### src/rtl/tartaruga_pkg.sv
// Shared types and defaults for the execute-stage latency pipe.
package tartaruga_pkg;

  localparam int MAX_EXE_STAGES = 4;
  localparam int EXE_PAYLOAD_W  = 96;
  localparam int EXE_REG_ADDR_W = 5;

  typedef struct packed {
    logic                      valid;
    logic [EXE_REG_ADDR_W-1:0] rd;
    logic                      we;
    logic                      iter;
    logic [EXE_PAYLOAD_W-1:0]  payload;
  } exe_slot_t;

  localparam exe_slot_t EXE_SLOT_NONE = '0;

endpackage

### src/rtl/exe_busy_counter.sv
// Occupancy counter for the non-pipelined iterative unit: load on issue,
// count down while the pipe advances, clear on flush.
module exe_busy_counter #(
  parameter int W = 3
) (
  input  logic         clk_i,
  input  logic         rst_i,
  input  logic         clr_i,
  input  logic         load_i,
  input  logic [W-1:0] load_val_i,
  input  logic         dec_i,
  output logic         busy_o
);

  logic [W-1:0] cnt_q;
  logic [W-1:0] cnt_d;

  // Next count: clear beats load beats decrement.
  always_comb begin
    cnt_d = cnt_q;
    if (clr_i) begin
      cnt_d = {W{1'b0}};
    end else if (load_i) begin
      cnt_d = load_val_i;
    end else if (dec_i && (cnt_q != {W{1'b0}})) begin
      cnt_d = cnt_q - W'(1);
    end else begin
      cnt_d = cnt_q;
    end
  end

  // Counter register.
  always_ff @(posedge clk_i) begin
    if (rst_i) begin
      cnt_q <= {W{1'b0}};
    end else begin
      cnt_q <= cnt_d;
    end
  end

  assign busy_o = (cnt_q != {W{1'b0}});

endmodule

### src/rtl/exe_latency_pipe.sv
// Execute-stage tracking pipe: variable-latency issue into a shift array that
// retires in order through one writeback slot, with RAW hazard reporting.
module exe_latency_pipe
  import tartaruga_pkg::*;
#(
  parameter int MAX_LAT    = MAX_EXE_STAGES,
  parameter int PAYLOAD_W  = EXE_PAYLOAD_W,
  parameter int REG_ADDR_W = EXE_REG_ADDR_W,
  parameter int LAT_W      = $clog2(MAX_LAT + 1)
) (
  input  logic                  clk_i,
  input  logic                  rst_i,
  input  logic                  issue_valid_i,
  output logic                  issue_ready_o,
  input  logic [LAT_W-1:0]      issue_lat_i,
  input  logic                  issue_iter_i,
  input  logic [REG_ADDR_W-1:0] issue_rd_i,
  input  logic                  issue_we_i,
  input  logic [PAYLOAD_W-1:0]  issue_pay_i,
  input  logic [REG_ADDR_W-1:0] rs1_i,
  input  logic [REG_ADDR_W-1:0] rs2_i,
  output logic                  hazard_o,
  output logic                  illegal_o,
  output logic                  out_valid_o,
  input  logic                  out_ready_i,
  output logic [REG_ADDR_W-1:0] out_rd_o,
  output logic                  out_we_o,
  output logic [PAYLOAD_W-1:0]  out_pay_o,
  input  logic                  flush_i,
  output logic [LAT_W-1:0]      occupancy_o
);

  exe_slot_t        slot_q [MAX_LAT];
  exe_slot_t        slot_d [MAX_LAT];
  exe_slot_t        new_slot;
  logic [LAT_W-1:0] occ_q;
  logic [LAT_W-1:0] occ_d;
  logic             lat_ok;
  logic             adv;
  logic             collision;
  logic             iter_busy;
  logic             accept;

  assign lat_ok    = (issue_lat_i != {LAT_W{1'b0}}) && (int'(issue_lat_i) <= MAX_LAT);
  assign illegal_o = issue_valid_i & ~lat_ok;
  assign adv       = ~slot_q[MAX_LAT-1].valid | out_ready_i;

  // Target slot t = MAX_LAT-L receives s[t-1] on the shift; L == MAX_LAT lands in s[0] and never collides.
  always_comb begin
    collision = ~lat_ok;
    for (int j = 0; j < MAX_LAT - 1; j++) begin
      collision = collision | ((int'(issue_lat_i) == MAX_LAT - 1 - j) & slot_q[j].valid);
    end
  end

  assign issue_ready_o = ~rst_i & adv & ~flush_i & ~collision & ~illegal_o
                       & ~(issue_iter_i & iter_busy);
  assign accept        = issue_valid_i & issue_ready_o;

  // Entry built from the decode-side fields.
  always_comb begin
    new_slot         = EXE_SLOT_NONE;
    new_slot.valid   = 1'b1;
    new_slot.rd      = issue_rd_i;
    new_slot.we      = issue_we_i;
    new_slot.iter    = issue_iter_i;
    new_slot.payload = issue_pay_i;
  end

  // Slot array next state: flush clears, advance shifts and drops the new entry at its target.
  always_comb begin
    for (int i = 0; i < MAX_LAT; i++) begin
      slot_d[i] = slot_q[i];
    end
    if (flush_i) begin
      for (int i = 0; i < MAX_LAT; i++) begin
        slot_d[i] = EXE_SLOT_NONE;
      end
    end else if (adv) begin
      slot_d[0] = EXE_SLOT_NONE;
      for (int i = 1; i < MAX_LAT; i++) begin
        slot_d[i] = slot_q[i-1];
      end
      for (int i = 0; i < MAX_LAT; i++) begin
        slot_d[i] = (accept && (int'(issue_lat_i) == MAX_LAT - i)) ? new_slot : slot_d[i];
      end
    end else begin
      for (int i = 0; i < MAX_LAT; i++) begin
        slot_d[i] = slot_q[i];
      end
    end
  end

  // Popcount of the next slot valids, registered alongside the slots.
  always_comb begin
    occ_d = {LAT_W{1'b0}};
    for (int i = 0; i < MAX_LAT; i++) begin
      occ_d = occ_d + LAT_W'(slot_d[i].valid);
    end
  end

  // Slot and occupancy registers.
  always_ff @(posedge clk_i) begin
    if (rst_i) begin
      for (int i = 0; i < MAX_LAT; i++) begin
        slot_q[i] <= EXE_SLOT_NONE;
      end
      occ_q <= {LAT_W{1'b0}};
    end else begin
      for (int i = 0; i < MAX_LAT; i++) begin
        slot_q[i] <= slot_d[i];
      end
      occ_q <= occ_d;
    end
  end

  // RAW check against every valid in-flight entry, writeback slot included.
  always_comb begin
    hazard_o = 1'b0;
    for (int i = 0; i < MAX_LAT; i++) begin
      hazard_o = hazard_o | (slot_q[i].valid & slot_q[i].we
                 & (slot_q[i].rd != {REG_ADDR_W{1'b0}})
                 & ((slot_q[i].rd == rs1_i) | (slot_q[i].rd == rs2_i)));
    end
  end

  exe_busy_counter #(.W(LAT_W)) u_busy (
    .clk_i      (clk_i),
    .rst_i      (rst_i),
    .clr_i      (flush_i),
    .load_i     (accept & issue_iter_i),
    .load_val_i (issue_lat_i - LAT_W'(1)),
    .dec_i      (adv),
    .busy_o     (iter_busy)
  );

  assign out_valid_o = slot_q[MAX_LAT-1].valid & ~flush_i;
  assign out_rd_o    = slot_q[MAX_LAT-1].rd;
  assign out_we_o    = slot_q[MAX_LAT-1].we;
  assign out_pay_o   = slot_q[MAX_LAT-1].payload;
  assign occupancy_o = occ_q;

endmodule

### config.mk
export PLATFORM = sky130hd
export DESIGN_NAME = exe_latency_pipe
export DESIGN_NICKNAME = d
export VERILOG_FILES = /design/src/rtl/tartaruga_pkg.sv /design/src/rtl/exe_busy_counter.sv /design/src/rtl/exe_latency_pipe.sv
export SDC_FILE = /design/constraint.sdc
export NUM_CORES = 1
export LEC_CHECK = 0
export CAP_MARGIN = 0
export CORE_MARGIN = 2
export CORE_UTILIZATION = 55
export DETAILED_ROUTE_END_ITERATION = 12
export PLACE_DENSITY = 0.8
export SLEW_MARGIN = 20
export SYNTH_ARGS = -nofsm -noshare
export SYNTH_HDL_FRONTEND = slang
export SYNTH_SLANG_ARGS = --single-unit
### constraint.sdc
create_clock -name clk_i -period 9.71 [get_ports clk_i]
set_input_delay 1.4565 -clock clk_i [delete_from_list [all_inputs] [get_ports clk_i]]
set_output_delay 1.4565 -clock clk_i [all_outputs]
set_load 0.02 [all_outputs]
run_1/m3.png
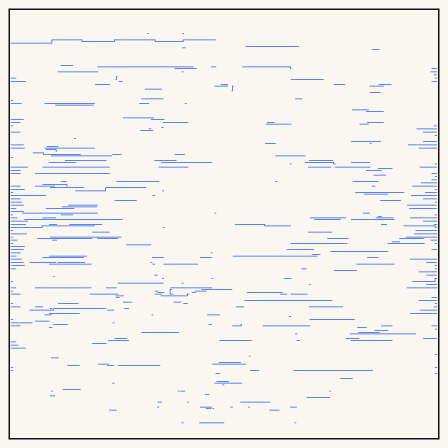
wire length on this layer: 2640 um
main direction: horizontal
nets with wire on the layer: 236
share of all routed wire: 5.8%
routed wire length: 45400 um
vias after detailed routing: 15549
met3 global-route usage: 3.18%

run_1/layers.png
Two of the layers only.
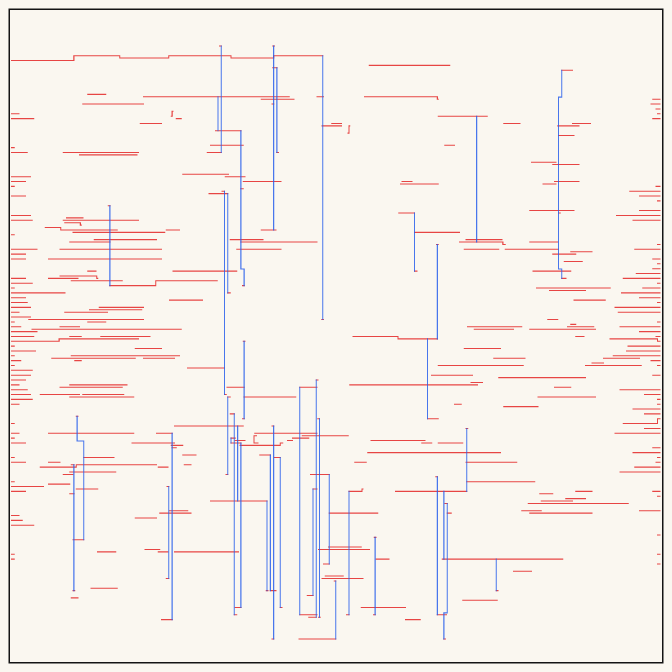
| layer | color | wire length |
|---|---|---|
| M3 | red | 2640 um |
| M4 | blue | 1420 um |
wire length per cell: 17.4 um
GRT Overall Usage: 26.6%

run_1/congestion_map.png
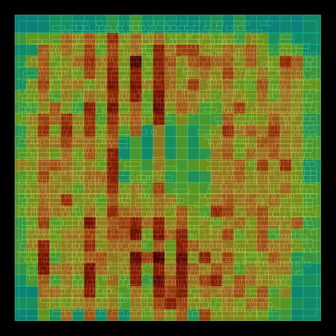
final core occ: 64.5%
busiest grt layer: met2
grt met2 use: 44.3%
met1 usage: 35.7%

==> impl_metrics.json, run 1 <==
{
  "status": "finished, final reports clean",
  "crit_buf_inv": 2,
  "buffer_area_share_pct": 12.0,
  "yosysWarningCount": 0,
  "signal_buffers": 246,
  "seq_area_um2": 8370,
  "path_class": "in2out",
  "core_um2": 31600,
  "crit_path_max_fanout": 8,
  "synth-edff-count": 0,
  "flop_cell": "dfxtp_1",
  "p_sw_share_pct": 21.6,
  "warnings": 34,
  "slew_headroom_pct": 28.5,
  "ys_area_um2": 17700,
  "yosys-stat-cells": 2194,
  "dp_cells": 2535,
  "p_int_mw": 2.74,
  "timing.final.ws_setup_ns": 4.30,
  "syn_area_per_cell_um2": 8.05,
  "max_cap_viol_count": 0,
  "setup_violations": 0,
  "ant_nets": 0,
  "layout_top_cell": "nand2_1",
  "slowest_delay_ns": 0.63,
  "crit_family": "buffers and inverters",
  "start_kind": "input pin",
  "inverters": 4,
  "timing.fmax_mhz": 185,
  "power_switching_mw": 0.754,
  "yosys.stat.seqShare_pct": 47.4,
  "cp.required_ns": 8.25,
  "cts_root_buf": "clkbuf_16",
  "hold_buffers": 0,
  "fin_tns_setup_ns": 0,
  "h-tree-depth": 2,
  "fillerInstances": 2602,
  "hold_violations": 0,
  "r2r_end": "occupancy_o[1]",
  "drt_first_pass_iters": 6,
  "drc": 0,
  "seq_share_pct": 41.1,
  "reg2reg_depth": 9,
  "die_y_um": 183,
  "netlist-cell-type-count": 44,
  "area_growth_pct": 15.3,
  "nWellTaps": 402,
  "rsz0062_at_grt": "no",
  "gr-total-overflow": 0,
  "powerDensity_nw_per_um2": 171,
  "ir_worst_vdd_mv": 0.109,
  "hp-start": "slot_q[1][17]",
  "fin_nets": 2304,
  "path_cells": "clkdlybuf4s50_1 > nor2_1 > ha_1 > or3_1 > a211oi_1 > nor2b_1 > clkdlybuf4s50_1",
  "startpoint": "issue_lat_i[1]",
  "io_buffers": 229,
  "logic_gates": 1465,
  "power_frac_comb_pct": 5.0,
  "hp-class": "reg2reg",
  "final-comb-area_um2": 7680,
  "drive_gt1_share_pct": 4.30,
  "r2r_start": "u_busy.cnt_q[2]",
  "crit_arrival_ns": 3.95,
  "clkbuf_count": 63,
  "endpoint": "issue_ready_o",
  "ys_ff": 418,
  "grt_pass1_wl_um": 75200,
  "synth_cells": 2194,
  "worst_hold_path.endpoint": "slot_q[2][17]",
  "clk_path_buf_depth": 3,
  "syn_area_um2": 17700,
  "fp_util_pct": 56.0,
  "die_w_um": 183,
  "cts_resized": 0,
  "slew_violations": 0,
  "clkCellAreaFrac_pct": 6.66,
  "insertion_delay_ns": 0.53,
  "seq_cell_count": 418,
  "path_common_cell": "clkdlybuf4s50_1",
  "leakage_nw": 6.32,
  "drt_iter0_markers": 1497,
  "instances_no_fill": 2609,
  "cts_buffers": 43,
  "crit_cells": 7,
  "critPathSlowestCell": "clkdlybuf4s50_1",
  "fin_hold_ws_ns": 0.465,
  "post-place-ws_ns": 4.12,
  "synthArstFlopShare_pct": 0,
  "diodes": 0,
  "grt_pass1_vias": 14879,
  "r2r_slack_ns": 6.08,
  "gp_congestion": 0.847,
  "timing_worst_slew_pin_value_ns": 1.07,
  "most-common-layout-cells": "623 x nand2_1, 418 x dfxtp_1, 311 x o21ai_0",
  "finClkSkew_ns": 0.0101,
  "post_cts_buffers": 0,
  "dieArea_um2": 33600,
  "num_io_pins": 230,
  "power_mw": 3.49,
  "antenna_found_initial": 0,
  "holdPathStages": 2,
  "via_per_inst": 5.96,
  "syn_nets": 2320,
  "grt_max_degree": 295,
  "dp_hpwl_um": 25900,
  "core.rowCount": 65,
  "power.share.clock_pct": 45.6,
  "period_used_pct": 55.7,
  "path_clk_slew_ns": 0.06,
  "min_period_ns": 5.41,
  "comb-cell-share_pct": 37.7,
  "cts_tree": "built",
  "endpoint_kind": "output port",
  "dominant_cells": "flip-flops and latches",
  "cts.sink_count": 418,
  "power_frac_seq_pct": 49.4
}
## run 1: cell families after synthesis
group           after synthesis  share of synthesized area [%]
compound gates              744                           25.8
simple gates                675                           15.0
flops                       418                           47.4
buf+inv                     311                           9.40
xor+xnor                     40                           1.98
fa+ha+maj                     5                          0.397
mux                           1                         0.0638
## run 1: routing by layer
layer | vias to the layer above | global-route usage, % | wire, um
li1 | 7518 | - | -
met1 | 7392 | 35.7 | 19800
met2 | 540 | 44.3 | 21500
met3 | 99 | 3.18 | 2640
met4 | 0 | 9.95 | 1420
met5 | - | 0 | 0
## run 1: synth_stat cells (3+ instances only)
cell	number	area, um^2
o21ai_0	311	1560
a22o_1	102	893
a21oi_1	4	20.0
buf_2	45	225
nor2_1	13	48.8
dfxtp_1	418	8370
ha_1	4	50.1
clkbuf_1	151	567
a31oi_1	308	1930
nand3_1	9	45.0
inv_1	4	15.0
nor2b_1	7	43.8
or4_1	4	30.0
nand2_1	624	2340
buf_6	7	78.8
nand2b_1	3	18.8
buf_4	102	766
o2111ai_1	4	35.0
xnor2_1	40	350
o22ai_1	4	25.0
## run 1: per-stage QoR
stage / utilization (%) / area (um^2)
after floorplan: - / 17700
after global placement: 60.2 / 19000
after detailed placement: 60.2 / 19000
after CTS: 64.5 / 20400
after global routing: 64.5 / 20400
final: 64.5 / 20400
## run 1: power groups by stage
stage / Combinational [mW] / Clock (mW) / Sequential [mW]
after floorplan: 0.0805 / 0 / 1.76
final: 0.175 / 1.59 / 1.72
after global routing: 0.191 / 1.69 / 1.72
after global placement: 0.170 / 0 / 1.76
after detailed placement: 0.172 / 0 / 1.76
after CTS: 0.173 / 1.62 / 1.72
## run 1: state kept, by name, summed over array words and instances, names as in the netlist
signal / count
slot_q: 412
occupancy_o: 3
u_busy.cnt_q: 3
run_1/ff_map.png
Other sequential cells in the stronger gray, the rest of the logic in the fainter gray.
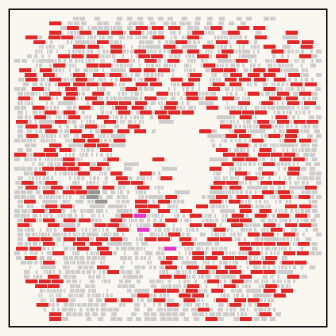

==> run 2: changes to the inputs <==
clock period = 5.4 ns   (was 9.71 ns; I/O delays follow)
run_2/ff_map.png
Other sequential cells in the stronger gray, the rest of the logic in the fainter gray.
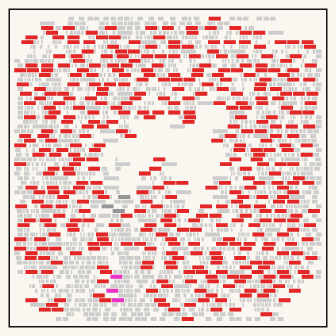
| name in the netlist | color | flops |
|---|---|---|
| `slot_q` | red | 412 |
| `u_busy.cnt_q` | magenta | 3 |
sequential power: 3.10 mW
final core occ: 64.9%

run_2/layers.png
Two of the layers only.
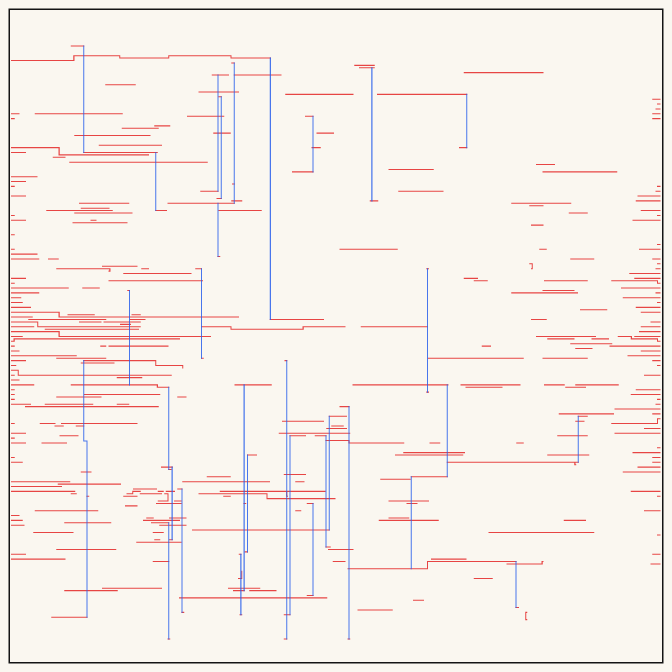
vias after detailed routing: 15612
routed wire length: 45300 um
wire length per cell: 17.4 um
GRT Overall Usage: 26.2%

==> run 2 against run 1 <==
Final area rose by 0.64%. Sequential share of layout area shrank 0.26 points. Core utilization is 0.41 points higher. Critical path depth increased by 6. First-iteration DRC count decreased by 5.1%. Flip-flop count stayed put. Power increased by 82%. Global-route usage is 0.49 points lower. Critical path type is now in2reg.
==> impl_metrics.json, run 2 <==
{
  "flop_cell": "dfxtp_1",
  "slew_violations": 0,
  "endpoint_kind": "register",
  "leakage_nw": 6.37,
  "dp_cells": 2535,
  "finClkSkew_ns": 0.0110,
  "h-tree-depth": 2,
  "synthSimpleGateAreaFrac_pct": 15.0,
  "dieArea_um2": 33600,
  "syn_area_um2": 17700,
  "xor_share_pct": 1.98,
  "syn_nets": 2320,
  "drt_iter0_markers": 1421,
  "diodes": 0,
  "crit_path_max_fanout": 50,
  "startpoint": "issue_lat_i[1]",
  "yosys.stat.seqShare_pct": 47.4,
  "ant_nets": 0,
  "path_cells": "clkdlybuf4s50_1 > nor2_1 > ha_1 > or3_1 > a2111o_1 > or3_4 > nand2_1 > nand2_1 > fa_1 > inv_1 > ha_1 > ha_1 > nor2b_1",
  "synth_top_area_share_pct": 47.4,
  "yosys-stat-cells": 2194,
  "cts_buffers": 43,
  "largest_reg_flops": 412,
  "r2r_start": "u_busy.cnt_q[0]",
  "most-common-layout-cells": "623 x nand2_1, 418 x dfxtp_1, 311 x o21ai_0",
  "cts_root_buf": "clkbuf_16",
  "dp_hpwl_um": 25200,
  "max_cap_viol_count": 0,
  "rsz0062_at_grt": "no",
  "instances_no_fill": 2612,
  "path_common_cell": "ha_1",
  "topCellsByArea": "dfxtp_1 47%, nand2_1 13%, a31oi_1 11%",
  "cts_resized": 0,
  "slew_headroom_pct": 31.8,
  "gr-total-overflow": 0,
  "path_clk_slew_ns": 0.06,
  "routed.top_layer": "met4",
  "slowest_delay_ns": 0.63,
  "drc": 0,
  "insertion_delay_ns": 0.53,
  "fa_ha_area_share_pct": 0.397,
  "postPlaceCellArea_um2": 19100,
  "area_growth_pct": 16.1,
  "critPathSlowestCell": "clkdlybuf4s50_1",
  "cts.sink_count": 418,
  "synth-edff-count": 0,
  "crit_buf_inv": 2,
  "post-place-ws_ns": 0.686,
  "drive_gt1_share_pct": 4.39,
  "warnings": 35,
  "largest_area_cell": "dfxtp_1",
  "fillerInstances": 2577,
  "hold_violations": 0,
  "num_io_pins": 230,
  "cts_tree": "built",
  "route.met3.wl_um": 2940,
  "fp_util_pct": 56.0,
  "hold_buffers": 0,
  "post_cts_buffers": 0,
  "hp-start": "slot_q[1][48]",
  "wl_met2_um": 21600,
  "cp.required_ns": 5.80,
  "period_used_pct": 77.8,
  "fin_tns_setup_ns": 0,
  "timing.final.ws_setup_ns": 1.20,
  "core_um2": 31600,
  "hp-class": "reg2reg",
  "ys_ff": 418,
  "timing.fmax_mhz": 238,
  "status": "finished, final reports clean",
  "ir_worst_vdd_mv": 0.211
}
run_2/pinout.png
Pins as bars across the die edge, other pins in gray.
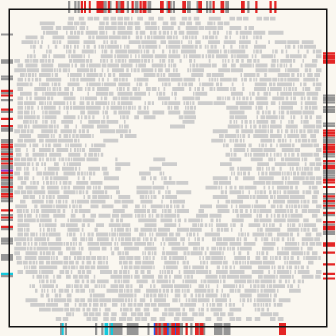
| port | color | pins | direction | edge |
|---|---|---|---|---|
| `rs2_i` | cyan | 5 | input | 4 bottom, 1 left |
| `issue_lat_i` | blue | 3 | input | bottom |
| `out_pay_o` | red | 96 | output | 31 right, 30 top, 18 left, 17 bottom |
| `rst_i` | purple | 1 | input | left |
Die H: 183 um
width of the die: 183 um
IO Port Bufs: 229

-- run 2: power breakdown --
group / total, mW / switching [mW] / internal, mW
sequential: 3.10 / 0.00688 / 3.09
clock: 2.94 / 1.19 / 1.74
combinational: 0.316 / 0.170 / 0.146
total: 6.35 / 1.37 / 4.98
-- run 2: stage by stage --
step | hold slack, ns | total power, mW | utilization [%]
finish | 0.466 | 6.35 | 64.9
global route | 0.482 | 6.55 | 64.9
CTS | 0.467 | 6.39 | 64.9
detailed placement | 0.454 | 3.48 | 60.4
global placement | 0.451 | 3.47 | 60.4
floorplan | 0.442 | 3.31 | -
-- run 2: cell type report --
cell class	instances	area [um^2]	share of cell area [%]
tap	402	503	2.45
clock buffer	66	1290	6.32
timing repair buffer	247	2520	12.3
multi-input combinational	1465	7680	37.5
inverter	4	15.0	0.0733
sequential	418	8370	40.8
clock inverter	10	105	0.513
-- run 2: worst register-to-register path: cells and delay by family (launching register included) --
kind                       cells  cell delay, ns
AOI/OAI and AO/OA              1            0.52
adders and majority gates      3            0.99
buffers and inverters          1            0.04
DFF                            1            0.35
and+or+nand+nor                5            1.40
-- run 2: final timing paths --
kind / to / cells past startpoint
hold / removal: slot_q[2][48] / 2
setup / recovery: occupancy_o[1] / 13
hold reg to reg: slot_q[2][48] / 2
setup reg to reg: occupancy_o[1] / 10
-- run 2: routing by layer --
metal / GRT usage (%) / up-vias
li1: - / 7533
met1: 34.5 / 7469
met2: 43.9 / 538
met3: 4.21 / 72
met4: 8.42 / 0
met5: 0 / -
-- run 2: cells by family after synthesis --
family / after synthesis
AOI/OAI and AO/OA: 744
and+or+nand+nor: 675
DFF: 418
buffers and inverters: 311
xor gates and xnor gates: 40
adders and majority gates: 5
muxes: 1
No activity file was given, so power comes from the tool's default toggle rates.
